[config.mk]
export PLATFORM = sky130hd
export DESIGN_NAME = switch_debouncer
export DESIGN_NICKNAME = d
export VERILOG_FILES = /design/src/rtl/td4_pkg.sv /design/src/rtl/debounce_channel.sv /design/src/rtl/switch_debouncer.sv
export SDC_FILE = /design/constraint.sdc
export NUM_CORES = 1
export LEC_CHECK = 0
export CAP_MARGIN = 20
export CORE_MARGIN = 2
export CORE_UTILIZATION = 50
export DETAILED_ROUTE_END_ITERATION = 10
export PLACE_DENSITY = 0.68
export SKIP_LAST_GASP = 1
export SYNTH_ARGS = -nofsm -noshare
export SYNTH_HDL_FRONTEND = slang
export SYNTH_SLANG_ARGS = --single-unit
[constraint.sdc]
create_clock -name clock -period 2.25 [get_ports clock]
set_input_delay 0.45 -clock clock [delete_from_list [all_inputs] [get_ports clock]]
set_output_delay 0.45 -clock clock [all_outputs]
set_load 0.03 [all_outputs]
[src/rtl/td4_pkg.sv]
// Shared constants and types for the TD4 switch input conditioning.
// Imported by the debouncer top and its per-channel sub-module.
package td4_pkg;

    localparam int SWITCH_WIDTH            = 4;
    localparam int DEFAULT_DEBOUNCE_CYCLES = 50000;
    localparam int DEFAULT_SYNC_STAGES     = 2;

    typedef enum logic {
        DB_STABLE   = 1'b0,
        DB_COUNTING = 1'b1
    } db_state_t;

endpackage

[src/rtl/debounce_channel.sv]
// One switch bit: pad synchroniser, saturating stability counter FSM and
// registered rise/fall pulses that coincide with the new debounced level.
//
// state       | meaning
// ------------+-------------------------------------------------------------
// DB_STABLE   | synced matches level, cnt is 0
// DB_COUNTING | synced differs from level, cnt holds the mismatch edges seen
module debounce_channel
    import td4_pkg::*;
#(
    parameter int SYNC_STAGES     = DEFAULT_SYNC_STAGES,
    parameter int DEBOUNCE_CYCLES = DEFAULT_DEBOUNCE_CYCLES
) (
    input  logic clock,
    input  logic reset,
    input  logic raw,
    output logic level,
    output logic rise,
    output logic fall
);

    localparam int CW = $clog2(DEBOUNCE_CYCLES + 1);
    localparam logic [CW-1:0] CNT_LAST = CW'(DEBOUNCE_CYCLES - 1);

    logic [SYNC_STAGES-1:0] sync_q;
    logic                   synced;
    logic                   mismatch;
    logic                   accept;

    db_state_t       state, state_nxt;
    logic [CW-1:0]   cnt, cnt_nxt;
    logic            level_nxt, rise_nxt, fall_nxt;

    assign synced   = sync_q[SYNC_STAGES-1];
    assign mismatch = (synced != level);

    // cnt is 0 in DB_STABLE, so a single-cycle debounce accepts straight away
    assign accept = mismatch && (cnt == CNT_LAST);

    always_ff @(posedge clock) begin
        if (!reset) begin
            sync_q <= '0;
            state  <= DB_STABLE;
            cnt    <= '0;
            level  <= 1'b0;
            rise   <= 1'b0;
            fall   <= 1'b0;
        end else begin
            sync_q <= {sync_q[SYNC_STAGES-2:0], raw};
            state  <= state_nxt;
            cnt    <= cnt_nxt;
            level  <= level_nxt;
            rise   <= rise_nxt;
            fall   <= fall_nxt;
        end
    end

    always_comb begin
        state_nxt = state;
        cnt_nxt   = cnt;
        level_nxt = level;
        rise_nxt  = 1'b0;
        fall_nxt  = 1'b0;
        if (accept) begin
            state_nxt = DB_STABLE;
            cnt_nxt   = '0;
            level_nxt = synced;
            rise_nxt  = synced;
            fall_nxt  = ~synced;
        end else begin
            case (state)
                DB_STABLE: begin
                    if (mismatch) begin
                        state_nxt = DB_COUNTING;
                        cnt_nxt   = CW'(1);
                    end
                end
                DB_COUNTING: begin
                    if (!mismatch) begin
                        state_nxt = DB_STABLE;
                        cnt_nxt   = '0;
                    end else begin
                        cnt_nxt = cnt + CW'(1);
                    end
                end
            endcase
        end
    end

endmodule

[src/rtl/switch_debouncer.sv]
// Debounces the raw DIP/push switches feeding the TD4 cpu switch port.
// Each bit is an independent debounce_channel; changed flags any edge.
module switch_debouncer
    import td4_pkg::*;
#(
    parameter int WIDTH           = SWITCH_WIDTH,
    parameter int SYNC_STAGES     = DEFAULT_SYNC_STAGES,
    parameter int DEBOUNCE_CYCLES = DEFAULT_DEBOUNCE_CYCLES
) (
    input  logic             clock,
    input  logic             reset,
    input  logic [WIDTH-1:0] raw_switch,
    output logic [WIDTH-1:0] switch,
    output logic [WIDTH-1:0] switch_rise,
    output logic [WIDTH-1:0] switch_fall,
    output logic             changed
);

    for (genvar i = 0; i < WIDTH; i++) begin : g_chan
        debounce_channel #(
            .SYNC_STAGES     (SYNC_STAGES),
            .DEBOUNCE_CYCLES (DEBOUNCE_CYCLES)
        ) u_chan (
            .clock (clock),
            .reset (reset),
            .raw   (raw_switch[i]),
            .level (switch[i]),
            .rise  (switch_rise[i]),
            .fall  (switch_fall[i])
        );
    end

    assign changed = |(switch_rise | switch_fall);

endmodule
==> run_1/gates.png <==
Bar = 20 um.
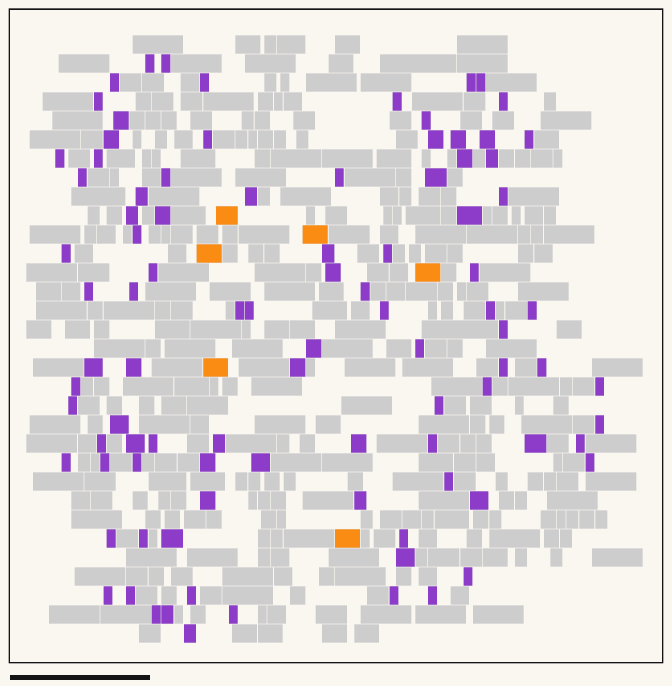
- purple: nor cells (cells 94; most used nor2_1; where spread over the die)
- orange: non-inverting ao/oa cells (cells 6; most used a2bb2o_1)

==> run_1/layers.png <==
Bar = 20 um.
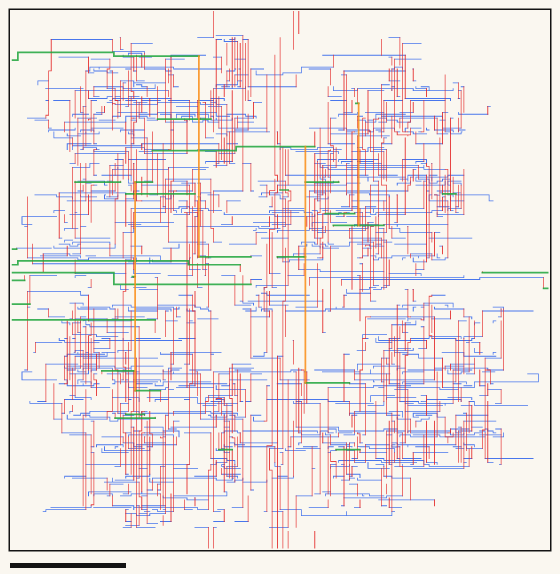
- blue: M1 (wire length 3660 um)
- orange: M4 (wire length 133 um)
- red: M2 (wire length 3520 um)
- green: M3 (wire length 293 um)

==> run summary, run 1 <==
Hold path start -> g_chan[2].u_chan.sync_q[0]$_SDFF_PN0_
Biggest area cells -> dfxtp_1 44%, nor2_1 5.7%, xor2_1 5.5%, nand4_1 4.1%, xnor2_1 3.7%
Ys cells -> 447
Inst Count DP -> 546
Tap cells -> 102
Die Area -> 0.008710 mm^2
Final global-route overflow total -> 0
Setup TNS -> 0 ns
Top cells by count -> 88 x dfxtp_1, 61 x nor2_1, 26 x nand4_1
Biggest regs -> g_chan.u_chan.cnt (64), g_chan.u_chan.sync_q (8)
AND/OR/NAND/NOR Cells, Area Fraction -> 29.70%
Yosys cell types -> 52
FP Core Util -> 51.64%
AND-OR/OR-AND Cells, Area Fraction -> 10.00%
Layout cell share with drive strength beyond 1 -> 6.739%
WHS Endpoint -> g_chan[2].u_chan.sync_q[1]$_SDFF_PN0_
Die height -> 93.33 um
Max-slew headroom -> 64.02%
Core ar. -> 0.007727 mm^2
XOR-XNOR Cells, Area Fraction -> 10.44%
Vias in the first global route -> 2950
Final setup vio count -> 0
Data required, critical path -> 2.47 ns
GR Util met2 -> 30.28%
Final max-slew violation count -> 0
Multi-input comb cells -> 326
WL/cell -> 13.54 um
Max-area cell share -> 44.15%
Fin. Hold Viols -> 0
Biggest register -> g_chan.u_chan.cnt
CTS tree -> built
Number of enable flip-flop cells -> 0
GRT Util Overall -> 19.05%
Fillers -> 688
Drt pass-1 iters -> 4
Clock root cell -> clkbuf_8
Highest routed metal layer -> met4
Worst slew pin tran -> 0.5397 ns
Final hold slack -> 0.4379 ns
R2R setup slack -> 0.27 ns
Cell type with the largest total area -> dfxtp_1
Status -> finished, final reports clean
Mapped Cells -> 447
==> run_1/congestion_map.png <==
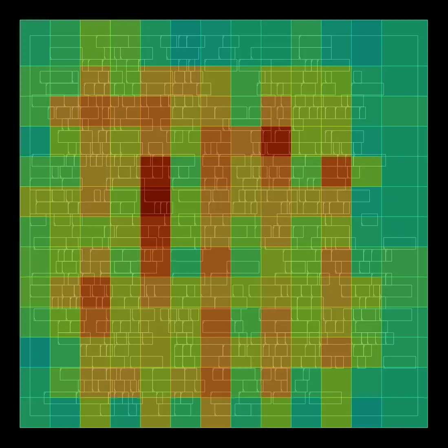
M3 GR Usage: 4.432%
GR Layer Usage met1: 24.73%

==> run_1/clock_wires.png <==
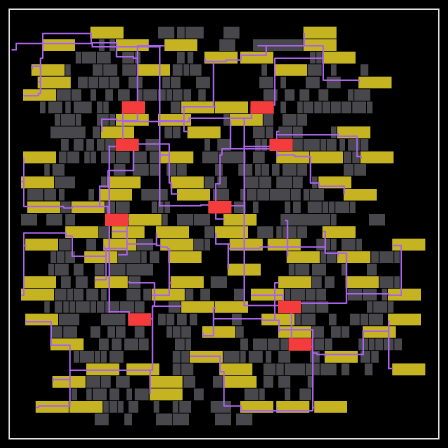
- yellow: flip-flops (count 88)
- red: clock-net drivers (count 9)
- purple: clock wires (length 1030 um)
- routed clock nets: 10

run 1: critical path: stages (launching register included):
cell     delay (ns)
dfxtp_1        0.43
ha_1           0.22
and3_1         0.27
nor2b_1        0.29
a311o_1        0.55
nor2_1         0.10
run 1: report_power, final:
group / switching [mW] / internal (mW)
sequential: 0.0145 / 1.57
combinational: 0.0501 / 0.0310
clock: 0.574 / 0.659
total: 0.639 / 2.26
run 1: layout by cell type (no fill, tap or decap), types with 12 or more instances in the layout:
master,count
o21ai_0,14
xor2_1,25
xnor2_1,17
nor2_1,61
nand2_1,25
dfxtp_1,88
nand4_1,26
a21oi_1,19
and2_1,15
nand3_1,12
clkdlybuf4s50_1,17
==> run 1 -> run 2 <==
--- a/config.mk
+++ b/config.mk
@@ -5,8 +5,8 @@
 export SDC_FILE = /design/constraint.sdc
 export NUM_CORES = 1
 export LEC_CHECK = 0
-export CAP_MARGIN = 20
-export CORE_MARGIN = 2
+export CAP_MARGIN = 5
+export CORE_MARGIN = 3
 export CORE_UTILIZATION = 50
 export DETAILED_ROUTE_END_ITERATION = 10
 export PLACE_DENSITY = 0.68
==> constraint.sdc (replaced) <==
create_clock -name clock -period 1.9 [get_ports clock]
set_input_delay 0.38 -clock clock [delete_from_list [all_inputs] [get_ports clock]]
set_output_delay 0.38 -clock clock [all_outputs]
set_load 0.03 [all_outputs]
==> run summary, run 2 <==
Crit. path cell count -> 1 (was 5)
Critical Path Start -> g_chan[1].u_chan.level$_SDFFE_PN0P_ (was g_chan[0].u_chan.cnt[0]$_SDFFE_PP0P_)
Reported clock group power -> 1.37 mW (was 1.23 mW)
Final hold slack -> 0.4381 ns (was 0.4379 ns)
Wire length on met3 -> 222 um (was 292 um)
Hold path start -> g_chan[2].u_chan.sync_q[0]$_SDFF_PN0_ (unchanged)
Ys cells -> 447 (unchanged)
FP Core Util -> 53.30% (was 51.64%)
Fin. Hold Viols -> 0 (unchanged)
Clock root cell -> clkbuf_8 (unchanged)
Most frequent logic cell in the layout -> dfxtp_1 (unchanged)
Die Area -> 0.009088 mm^2 (was 0.008710 mm^2)
Worst-path maximum fanout -> 4 (was 12)
Highest routed metal layer -> met4 (unchanged)
Startpoint types -> flip-flop (unchanged)
Clock power share -> 40.8% (was 42.6%)
WHS Endpoint -> g_chan[2].u_chan.sync_q[1]$_SDFF_PN0_ (unchanged)
Cell type with the largest total area -> dfxtp_1 (unchanged)
Layout cell share with drive strength beyond 1 -> 9.874% (was 6.739%)
Clock tree buffer depth -> 2 (unchanged)
Top delay family on crit path -> buffers and inverters (was simple AND/OR/NAND/NOR gates)
CTS tree -> built (unchanged)
Data required, critical path -> 1.52 ns (was 2.47 ns)
Worst path cell trace -> clkdlybuf4s50_1 (was ha_1 > and3_1 > nor2b_1 > a311o_1 > nor2_1)
R2R setup slack -> 0.14 ns (was 0.27 ns)
Max-slew headroom -> 74.64% (was 64.02%)
Combinational power share -> 3.4% (was 2.8%)
Number of enable flip-flop cells -> 0 (unchanged)
Slowest-stage cell, CP -> clkdlybuf4s50_1 (was a311o_1)
Core ar. -> 0.007486 mm^2 (was 0.007727 mm^2)
Die height -> 95.33 um (was 93.33 um)
Antenna cells -> 0 (unchanged)
Biggest regs -> g_chan.u_chan.cnt (64), g_chan.u_chan.sync_q (8) (unchanged)
Syn Area/Cell -> 8.926 um^2 (unchanged)
Yosys cell types -> 52 (unchanged)
Worst slew pin tran -> 0.3770 ns (was 0.5397 ns)
P_int -> 2.635 mW (was 2.259 mW)
Worst hold stages -> 1 (unchanged)
Most frequent cells in the layout -> 88 x dfxtp_1, 61 x nor2_1, 26 x nand4_1 (unchanged)
Vias per cell -> 5.497 (was 5.571)
Final global-route overflow total -> 0 (unchanged)
Final max-slew violation count -> 0 (unchanged)
Inst Count DP -> 560 (was 546)
Sw frac -> 21.48% (was 22.04%)
Pwr top -> registers (unchanged)
Buf/Inv on CP -> 1 (was 0)
Unrepaired setup endpoints after global routing -> no (unchanged)
Fillers -> 648 (was 688)
Biggest area cells -> dfxtp_1 44%, nor2_1 5.7%, xor2_1 5.5%, nand4_1 4.1%, xnor2_1 3.7% (unchanged)
Biggest register -> g_chan.u_chan.cnt (unchanged)
Mapped Cells -> 447 (unchanged)
Drt pass-1 iters -> 4 (unchanged)
Seq pwr -> 1.87 mW (was 1.58 mW)
Status -> finished, final reports clean (unchanged)
Sequential Power Share -> 55.8% (was 54.6%)
Net Sw Power -> 0.7208 mW (was 0.6386 mW)
GR Layer Usage met1 -> 24.25% (was 24.73%)
Fin area -> 0.004522 mm^2 (was 0.004414 mm^2)
Max-area cell share -> 44.15% (unchanged)
-- run 2: cell counts after synthesis --
No cell type changed its count.
-- run 2: cells by family after synthesis --
family / Yosys count / share of synthesized area, %
flops: 88 / 44.15
fa+ha+maj: 4 / 1.254
buf+inv: 33 / 4.453
xor+xnor: 45 / 10.44
simple gates: 215 / 29.70
compound gates: 62 / 10.00
-- run 2: cell type report --
cell class                      count  share of cell area [%]
Clock buffer                        9                   2.739
Clock inverter                      6                   1.882
Inverter                            9                  0.7471
Multi-Input combinational cell    326                   45.66
Sequential cell                    88                   38.96
Tap cell                           99                   2.739
Timing Repair Buffer               38                   7.277
-- run 2: repair_timing --
action,CTS,global route
pin swaps,0,1
endpoints found under the setup margin,3,2
gates resized,3,3
==> run_2/congestion_map.png <==
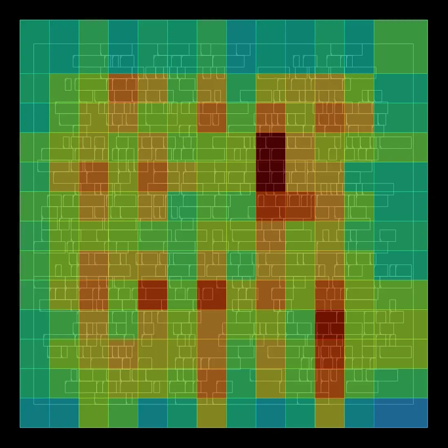
GR Util met2: 32.42%
M3 GR Usage: 4.657%
WL/cell: 13.67 um
GRT Util Overall: 19.20%

==> run_2/util_map.png <==
10 x 10 tiles, from dark blue (low) to red (high), 0 to 100% covered.
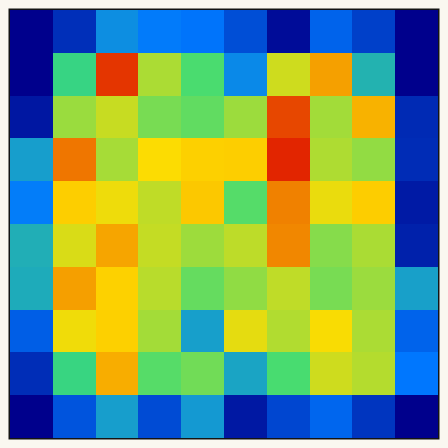
- densest ninth of the die: center
- mean over tiles: 48%
- nearly empty tiles: 6.0%
- fullest tile: 96%
- tiles over 75% full: 18%

==> run_2/layers.png <==
Bar = 20 um.
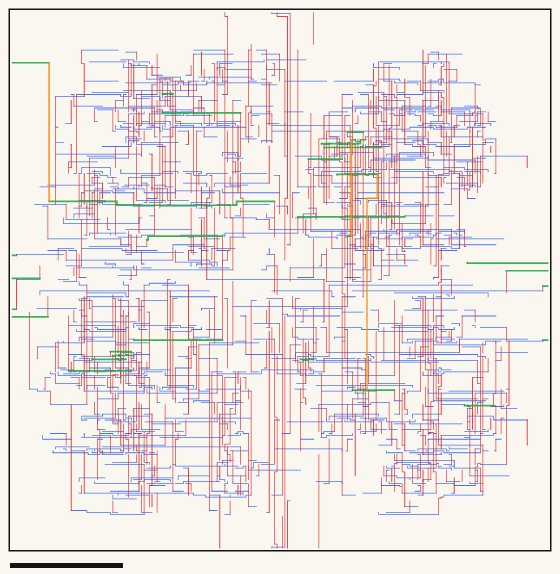
- red: M2 (wire length 3820 um)
- green: M3 (wire length 222 um)
- blue: M1 (wire length 3740 um)
- orange: M4 (wire length 81.4 um)

==> run 2 -> run 3 <==
--- a/config.mk
+++ b/config.mk
@@ -11,6 +11,8 @@
 export DETAILED_ROUTE_END_ITERATION = 10
 export PLACE_DENSITY = 0.68
 export SKIP_LAST_GASP = 1
+export SLEW_MARGIN = 20
 export SYNTH_ARGS = -nofsm -noshare
 export SYNTH_HDL_FRONTEND = slang
+export SYNTH_HIERARCHICAL = 1
 export SYNTH_SLANG_ARGS = --single-unit
==> run summary, run 3 <==
Adder Area Share -> 1.272% (was 1.254%)
Fin. Hold Viols -> 0 (unchanged)
Reported clock group power -> 1.14 mW (was 1.37 mW)
Data required, critical path -> 1.52 ns (about the same)
Tap cells -> 99 (unchanged)
Biggest area cells -> dfxtp_1 45%, xnor2_1 6.2%, xor2_1 5.3%, nand4_1 5.1%, nor2_1 5.0% (was dfxtp_1 44%, nor2_1 5.7%, xor2_1 5.5%, nand4_1 4.1%, xnor2_1 3.7%)
Net Sw Power -> 0.7119 mW (was 0.7208 mW)
Buf/Inv on CP -> 1 (unchanged)
Most frequent logic cell in the layout -> dfxtp_1 (unchanged)
Seq pwr -> 1.87 mW (about the same)
Logic share of the area -> 47.11% (was 45.66%)
Layout clock area frac -> 3.866% (was 4.621%)
Final hold slack -> 0.4423 ns (was 0.4381 ns)
XOR-XNOR Cells, Area Fraction -> 11.57% (was 10.44%)
AND/OR/NAND/NOR Cells, Area Fraction -> 32.72% (was 29.70%)
CLK BUF -> 11 (was 9)
Crit. path cell count -> 1 (unchanged)
Fin area -> 0.004467 mm^2 (was 0.004522 mm^2)
Sequential Power Share -> 59.9% (was 55.8%)
Highest routed metal layer -> met4 (unchanged)
Comb group -> 0.113 mW (was 0.116 mW)
Non-clk invs -> 4 (was 9)
Worst slew pin tran -> 0.4445 ns (was 0.3770 ns)
AND-OR/OR-AND Cells, Area Fraction -> 6.741% (was 10.00%)
Unrepaired setup endpoints after global routing -> no (unchanged)
Worst hold stages -> 1 (unchanged)
Top delay family on crit path -> buffers and inverters (unchanged)
Top comb family, area -> simple AND/OR/NAND/NOR gates (unchanged)
Most frequent cells in the layout -> 88 x dfxtp_1, 52 x nor2_1, 32 x nand4_1 (was 88 x dfxtp_1, 61 x nor2_1, 26 x nand4_1)
Signal buffers -> 31 (was 38)
Worst path cell trace -> clkdlybuf4s50_1 (unchanged)
Critical Path Max Stage Delay -> 0.69 ns (was 0.70 ns)
Final global-route overflow total -> 0 (unchanged)
Number of enable flip-flop cells -> 0 (unchanged)
P_int -> 2.413 mW (was 2.635 mW)
Status -> finished, final reports clean (unchanged)
FP Core Util -> 52.84% (was 53.30%)
Mapped Cells -> 419 (was 447)
Slowest-stage cell, CP -> clkdlybuf4s50_1 (unchanged)
Yosys cell types -> 33 (was 52)
Drt pass-1 iters -> 4 (unchanged)
Worst-path maximum fanout -> 3 (was 4)
Critical Path Start -> g_chan[2].u_chan/level$_SDFFE_PN0P_ (was g_chan[1].u_chan.level$_SDFFE_PN0P_)
Die height -> 94.72 um (was 95.33 um)
R2R setup slack -> 0.10 ns (was 0.14 ns)
Ys cells -> 419 (was 447)
-- run 3: routing by layer --
metal  up-vias  GRT usage, %
met1      1384         23.78
met2        55         28.60
met4         0         5.769
met5         -             0
met3         5         5.418
li1       1565             -
-- run 3: timing repair --
| item | 4_1_cts | 5_1_grt |
|---|---|---|
| resized | 1 | 1 |
| endpoints found under the setup margin | 1 | 1 |
| hold buffers | 0 | 0 |
-- run 3: kinds of logic after synthesis --
kind of cell | Yosys count
AND/OR/NAND/NOR | 227
flip-flops | 88
XOR/XNOR | 52
AND-OR/OR-AND | 32
buffers and inverters | 12
multiplexers | 4
adder cells (fa/ha/maj) | 4
==> run_3/util_map.png <==
9 x 9 tiles, from dark blue (low) to red (high), 0 to 100% covered.
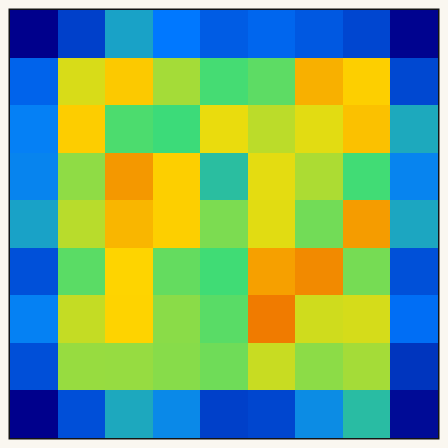
- fullest tile: 86%
- nearly empty tiles: 3.7%
- tiles over 75% full: 19%
- densest ninth of the die: center
- mean over tiles: 48%

==> run_3/congestion_map.png <==
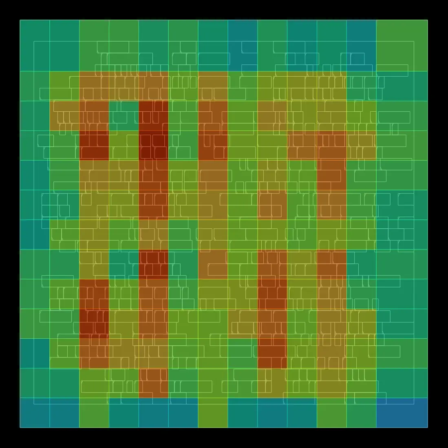
GR Util met2: 28.60%
WL/cell: 13.25 um
M3 GR Usage: 5.418%
Layout Utilization: 59.98%

==> run_3/layers.png <==
Bar = 20 um.
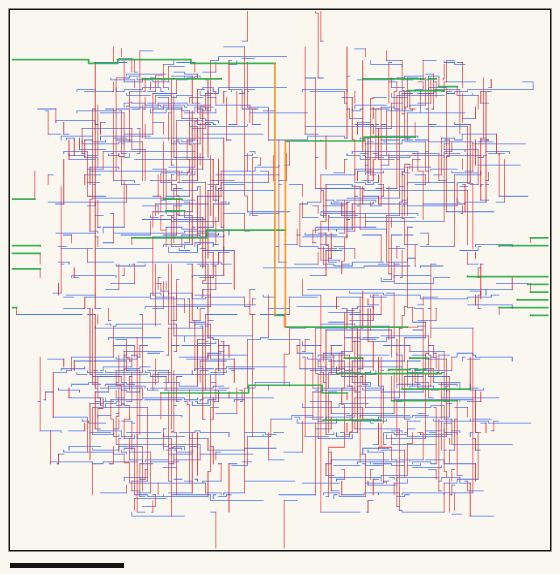
- blue: M1 (wire length 3630 um)
- green: M3 (wire length 332 um)
- orange: M4 (wire length 76.8 um)
- red: M2 (wire length 3330 um)

Power is estimated from default activity; no workload was simulated.
